===== src/rtl/arbiter_rr_lease.sv =====
// 4-way round-robin arbiter with bounded grant lease; grant registered one edge after request.
// No backpressure: holder releases on done/drop/mask/expiry, followed by one dead GAP cycle.
module arbiter_rr_lease #(
    parameter int LEASE_MAX = 16,
    parameter int CNT_W     = 5
) (
    input  logic       clk,
    input  logic       rst,
    input  logic [3:0] req_i,
    input  logic [3:0] done_i,
    input  logic [3:0] mask_i,
    output logic [3:0] grant_o,
    output logic       grant_vld_o,
    output logic [1:0] grant_id_o,
    output logic       timeout_o
);

    typedef enum logic [1:0] {
        IDLE = 2'd0,
        BUSY = 2'd1,
        GAP  = 2'd2
    } state_t;

    state_t           state, state_nxt;
    logic [3:0]       grant_nxt;
    logic [1:0]       id_nxt;
    logic [1:0]       ptr, ptr_nxt;
    logic [CNT_W-1:0] lease_cnt, lease_nxt;
    logic             to_nxt;

    logic [3:0]       ereq;
    logic             found;
    logic [1:0]       winner;
    logic             rel_other;
    logic             expired;

    assign ereq        = req_i & mask_i;
    assign grant_vld_o = |grant_o;

    // Search from ptr upward with 2-bit wrap so the last releaser gets lowest priority.
    always_comb begin
        winner = ptr;
        found  = 1'b0;
        for (int i = 0; i < 4; i++) begin
            if (!found && ereq[ptr + 2'(i)]) begin
                winner = ptr + 2'(i);
                found  = 1'b1;
            end
        end
    end

    assign rel_other = done_i[grant_id_o] | ~req_i[grant_id_o] | ~mask_i[grant_id_o];
    assign expired   = (lease_cnt == CNT_W'(LEASE_MAX - 1));

    always_comb begin
        state_nxt = state;
        grant_nxt = grant_o;
        id_nxt    = grant_id_o;
        ptr_nxt   = ptr;
        lease_nxt = lease_cnt;
        to_nxt    = 1'b0;
        case (state)
            IDLE: begin
                if (found) begin
                    grant_nxt = 4'b0001 << winner;
                    id_nxt    = winner;
                    lease_nxt = '0;
                    state_nxt = BUSY;
                end
            end
            BUSY: begin
                if (rel_other || expired) begin
                    grant_nxt = 4'b0000;
                    ptr_nxt   = grant_id_o + 2'd1;
                    to_nxt    = expired && !rel_other;
                    state_nxt = GAP;
                end else begin
                    lease_nxt = lease_cnt + 1'b1;
                end
            end
            GAP: begin
                state_nxt = IDLE;
            end
            default: begin
                grant_nxt = 4'b0000;
                state_nxt = IDLE;
            end
        endcase
    end

    always_ff @(posedge clk or posedge rst) begin
        if (rst) begin
            state      <= IDLE;
            grant_o    <= 4'b0000;
            grant_id_o <= 2'd0;
            timeout_o  <= 1'b0;
            ptr        <= 2'd0;
            lease_cnt  <= '0;
        end else begin
            state      <= state_nxt;
            grant_o    <= grant_nxt;
            grant_id_o <= id_nxt;
            timeout_o  <= to_nxt;
            ptr        <= ptr_nxt;
            lease_cnt  <= lease_nxt;
        end
    end

endmodule


===== config.mk =====
export PLATFORM = sky130hd
export DESIGN_NAME = arbiter_rr_lease
export DESIGN_NICKNAME = d
export VERILOG_FILES = /design/src/rtl/arbiter_rr_lease.sv
export SDC_FILE = /design/constraint.sdc
export NUM_CORES = 1
export LEC_CHECK = 0
export ABC_AREA = 1
export CELL_PAD_IN_SITES_DETAIL_PLACEMENT = 2
export CELL_PAD_IN_SITES_GLOBAL_PLACEMENT = 2
export CORE_MARGIN = 1
export CORE_UTILIZATION = 28
export DETAILED_ROUTE_END_ITERATION = 6
export MAX_ROUTING_LAYER = met4
export PLACE_DENSITY_LB_ADDON = 0.1
export SLEW_MARGIN = 40
export SYNTH_ARGS = -nofsm -noshare
export SYNTH_HDL_FRONTEND = slang
export SYNTH_SLANG_ARGS = --single-unit

===== constraint.sdc =====
create_clock -name clk -period 1.8 [get_ports clk]
set_input_delay 0.54 -clock clk [delete_from_list [all_inputs] [get_ports clk]]
set_output_delay 0.54 -clock clk [all_outputs]
set_load 0.02 [all_outputs]

**The metal 1 layer**

Scale: 8 px per um. Supply wires on this layer in gray. Cells faint in the background.
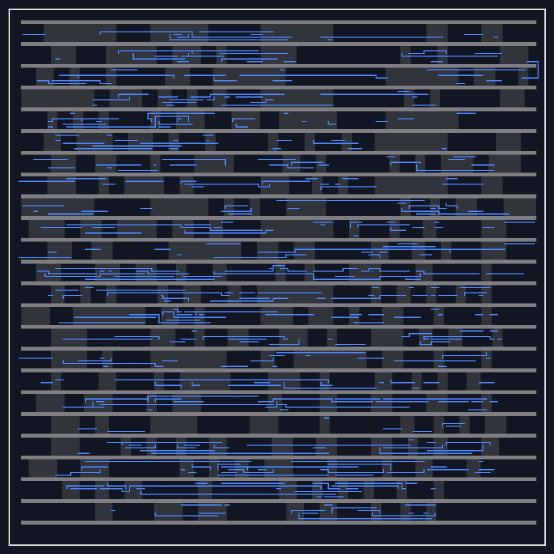
The layer carries 1,870 um of wire. 206 nets have wire on it.
Detailed Route WL: 4.15 mm
GR Layer Usage met1: 24.1%
via count: 1,264

**The metal 2 layer**

Scale: 8 px per um.
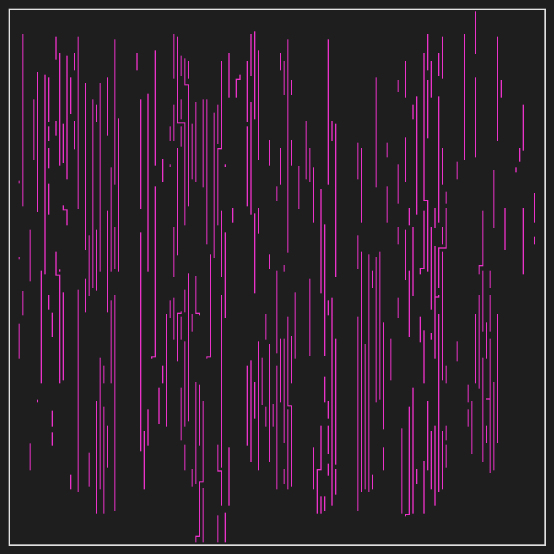
The wires run mostly vertical. The longest straight run is 29.9 um.

==> summary.txt <==
Entry: Yosys synthesis followed by OpenROAD place and route.

Route:
- Before antenna repair, the detailed router went through 2 iterations.
- Once detail routing completed, the nets flagged for antenna violations numbered 0.
- The run puts the violation count after the first detailed-routing iteration at 23.
- The run puts the average vias per placed instance at 4.82.

Finish:
- The run gives the summed area of non-filler cells in the final layout as 1770 um^2.
- In the final layout, the clock buffer count is 4.
- The run gives the layout overhead on the synthesized area as 50.7%.
- The most common logic cell in the final layout is sky130_fd_sc_hd__nand2_1.
- The run puts the number of fill cells at 463.
- lease_cnt holds more flip-flops than any other register.
- The run puts the final core area utilization at 44.0%.
- Leaving out fill and tap cells, the most frequent cells in the layout are sky130_fd_sc_hd__nand2_1 (53), sky130_fd_sc_hd__buf_4 (20), sky130_fd_sc_hd__nand3_1 (17), sky130_fd_sc_hd__nand2_2 (14), sky130_fd_sc_hd__dfrtp_1 (14).
- Cells with a size suffix above 1 make up 35.8% of the layout.
- The run gives the number of cells in the finished layout apart from fillers as 262.
- The registers reported with the highest flop counts are lease_cnt x5, grant_o x4.
- The run gives the flop share of the area as 22.7%.
- The run puts the non-clock buffer total of the final layout at 43.
- The run puts the clock distribution area overhead in the final layout at 3.11%.
- The run gives the flip-flop count of the largest register, all copies and words added as 5.
- The run gives the cell class with the largest area share as combinational gates.
- The run puts the number of flip-flops and latches at 16.

Final timing:
- On the final layout, the worst hold slack is 545 ps.
- Setup repair after global routing could not meet its margin everywhere.
- The run gives the timing-limited maximum frequency as 545 MHz.
- The run gives the final hold violation count as 0.
- At the pin with the least slew margin, the transition time is 392 ps.
- The run puts the number of endpoints failing setup at the final stage at 1.
- The run puts the minimum setup slack in the final design at -33.5 ps.
- The run gives the post-route setup TNS as -33.5 ps.

Power:
- The run gives the cell internal power dissipation as 1.65 mW.
- Combinational cells consume a total of 2.43 mW.
- The run gives the overall power after layout as 3.35 mW.
- The run puts the power attributed to sequential cells at 0.596 mW.
- The run puts the standby leakage power at 0.909 nW.
- In this run, the combinational gates consume 72.7% of the power.
- The run gives the worst-case vdd ir drop as 0.723 mV.
- Summed over all nets, the switching power comes to 1.70 mW.

CTS:
- The run gives the clock tree root driver cell as sky130_fd_sc_hd__clkbuf_8.
- The run puts the CTS sink count at 16.
- TritonCTS built the clock tree.
- The run puts the total CTS buffers at 3.
- The run puts the clock slew seen by the registers of the worst setup and hold paths at 60 ps.
- After clock tree synthesis, the repair step resized 36 gates.
- The run puts the maximum number of buffers from clock root to sink at 2.
- The run gives the maximum level of the CTS H-tree as 1.

Synth:
- The run gives the summed instance area of the synthesized netlist as 1180 um^2.
- The run puts the post-synth area from yosys stat at 1180 um^2.
- The run gives the post-synthesis share of cell area spent on xor and xnor gates as 0.745%.
- The run puts the share of synthesized area occupied by flip-flops and latches at 34.0%.
- Sorting the synthesized cells by area gives the leading types as sky130_fd_sc_hd__dfrtp_1 (34%), sky130_fd_sc_hd__nand2_1 (19%), sky130_fd_sc_hd__nand3_1 (9.4%), sky130_fd_sc_hd__inv_1 (4.8%), sky130_fd_sc_hd__nor2_1 (3.5%).
- The share of synthesized area in the top cell type comes to 34.0%.
- The run puts the area fraction in full adders, half adders and majority gates at 2.13%.
- The run puts the share of async-settable or async-resettable flops after synthesis at 100%.
- In the synthesized netlist, the cells that appear most often are sky130_fd_sc_hd__nand2_1 (61), sky130_fd_sc_hd__nand3_1 (22), sky130_fd_sc_hd__dfrtp_1 (16), sky130_fd_sc_hd__inv_1 (15), sky130_fd_sc_hd__nor2_1 (11).
- Each instance of the synthesized netlist takes up on average 7.04 um^2.
- The run puts the share of synthesized cell area in and, or, nand and nor gates at 49.0%.
- The run gives the tally of yosys warning messages as 0.
- The run gives the area share of and-or/or-and cells after synthesis as 6.38%.
- The run puts the post-synthesis cell count from yosys at 167.
- The run puts the number of synthesized register bits at 16.
- The run puts the number of instances in the synthesized netlist at 167.
- The run gives the dominant kind of combinational cell as simple AND/OR/NAND/NOR gates.
- Multiplexer cells account for 0% of the synthesized area.

Min path:
- In the hold timing report, the worst path depth is 2.
- The worst hold path belongs to the class reg -> reg.

Place:
- Setup slack on the worst path after placement came out at -585 ps.
- The run puts the final estimated routing congestion in global placement at 0.762.
- According to the dpl log, the detail-placed design has an HPWL of 3.05 mm.
- Counting tap cells, the placed design contains a total of 251 instances.
- The run puts the cell area after placement at 1540 um^2.
- Buffers placed on the I/O ports in this run total 21.

Outcome:
- The run finished, with violations left.
- The final reports fail on negative setup slack.

Worst setup path:
- The run gives the critical register-to-register path endpoint as grant_o[3].
- The timing report gives the worst reg2reg path a setup slack of 100 ps.
- The run gives the critical path startpoint category as a register.
- The run gives the required time at the worst-slack endpoint as 1260 ps.
- The run gives the origin of the critical flop-to-flop path as ptr[0].
- The run gives the path type of the worst setup path as reg -> out.

GRT:
- The first global-routing pass estimated 6.32 mm of wire.
- For this run, the total global-route usage over all layers was measured as 19.8%.
- The run puts the maximum number of pins on one net before global-route repair at 17.
- The run gives the number of global-route vias before repair as 1,278.
- The initial antenna violation count came to 0.

Floorplanning:
- The run gives the standard cell core area as 4030 um^2.
- The run puts the horizontal die size at 66.8 um.
- Pin placement for this block handled 22 I/O pins.
- The run puts the die outline height at 66.8 um.
- The run gives the floorplan die area as 4460 um^2.
- In this run the core area contains 23 standard-cell rows.
- The run puts the well tap count at 50.

Flow run:
- The run puts the total tool warning count at 28.
- The run puts the number of max-cap violations at 0.
**Signal wires on met3**

Scale: 8 px per um. Cells faint in the background.
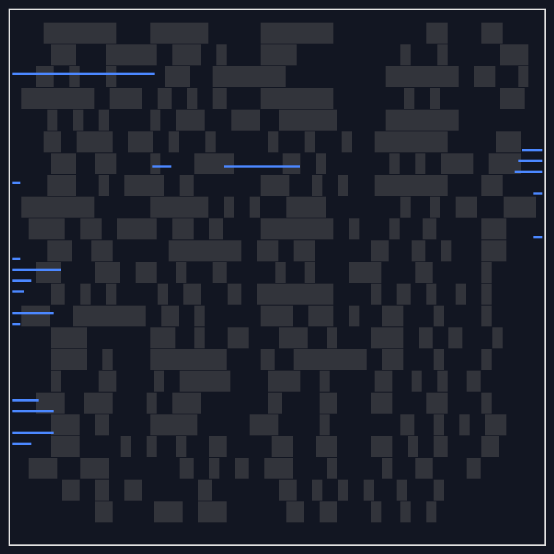
The layer carries 69.2 um of wire. The longest straight run is 17.5 um. The layer holds 1.7% of the routed length.

**Clock wires, drivers and flops**

Scale: 4 px per um.
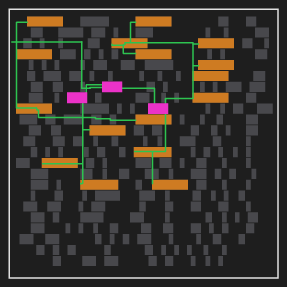
Orange is flip-flops, count 16. Green is clock wires, length 243 um. Magenta is clock drivers, count 3.
There are 4 routed clock nets.
power drawn by the clock network: 0.319 mW
worst clock skew on the final layout: 2.02 ps
clock insertion delay at the later pin of the skew report: 250 ps
clock power share: 9.5%

[worst min path at each step]
| stage | to | start | slack, ps |
|---|---|---|---|
| floorplan | grant_id_o[0] | rst | 450 |
| global placement | lease_cnt[4] | lease_cnt[4] | 510 |
| detailed placement | lease_cnt[4] | lease_cnt[4] | 530 |
| CTS | lease_cnt[4] | lease_cnt[4] | 550 |
| global route | lease_cnt[4] | lease_cnt[4] | 580 |
| finish | lease_cnt[4] | lease_cnt[4] | 550 |
[routing by layer]
metal / GRT usage [%] / wire, um
met5: - / 0
met4: 1.60 / 11
met3: 3.08 / 69
met2: 35.5 / 2190
met1: 24.1 / 1870
[critical path, cell delays in order (launching register included)]
cell and delay (ps):
sky130_fd_sc_hd__dfrtp_1 370, sky130_fd_sc_hd__or4_4 530, sky130_fd_sc_hd__buf_6 140
Power and IR drop assume default switching activity.
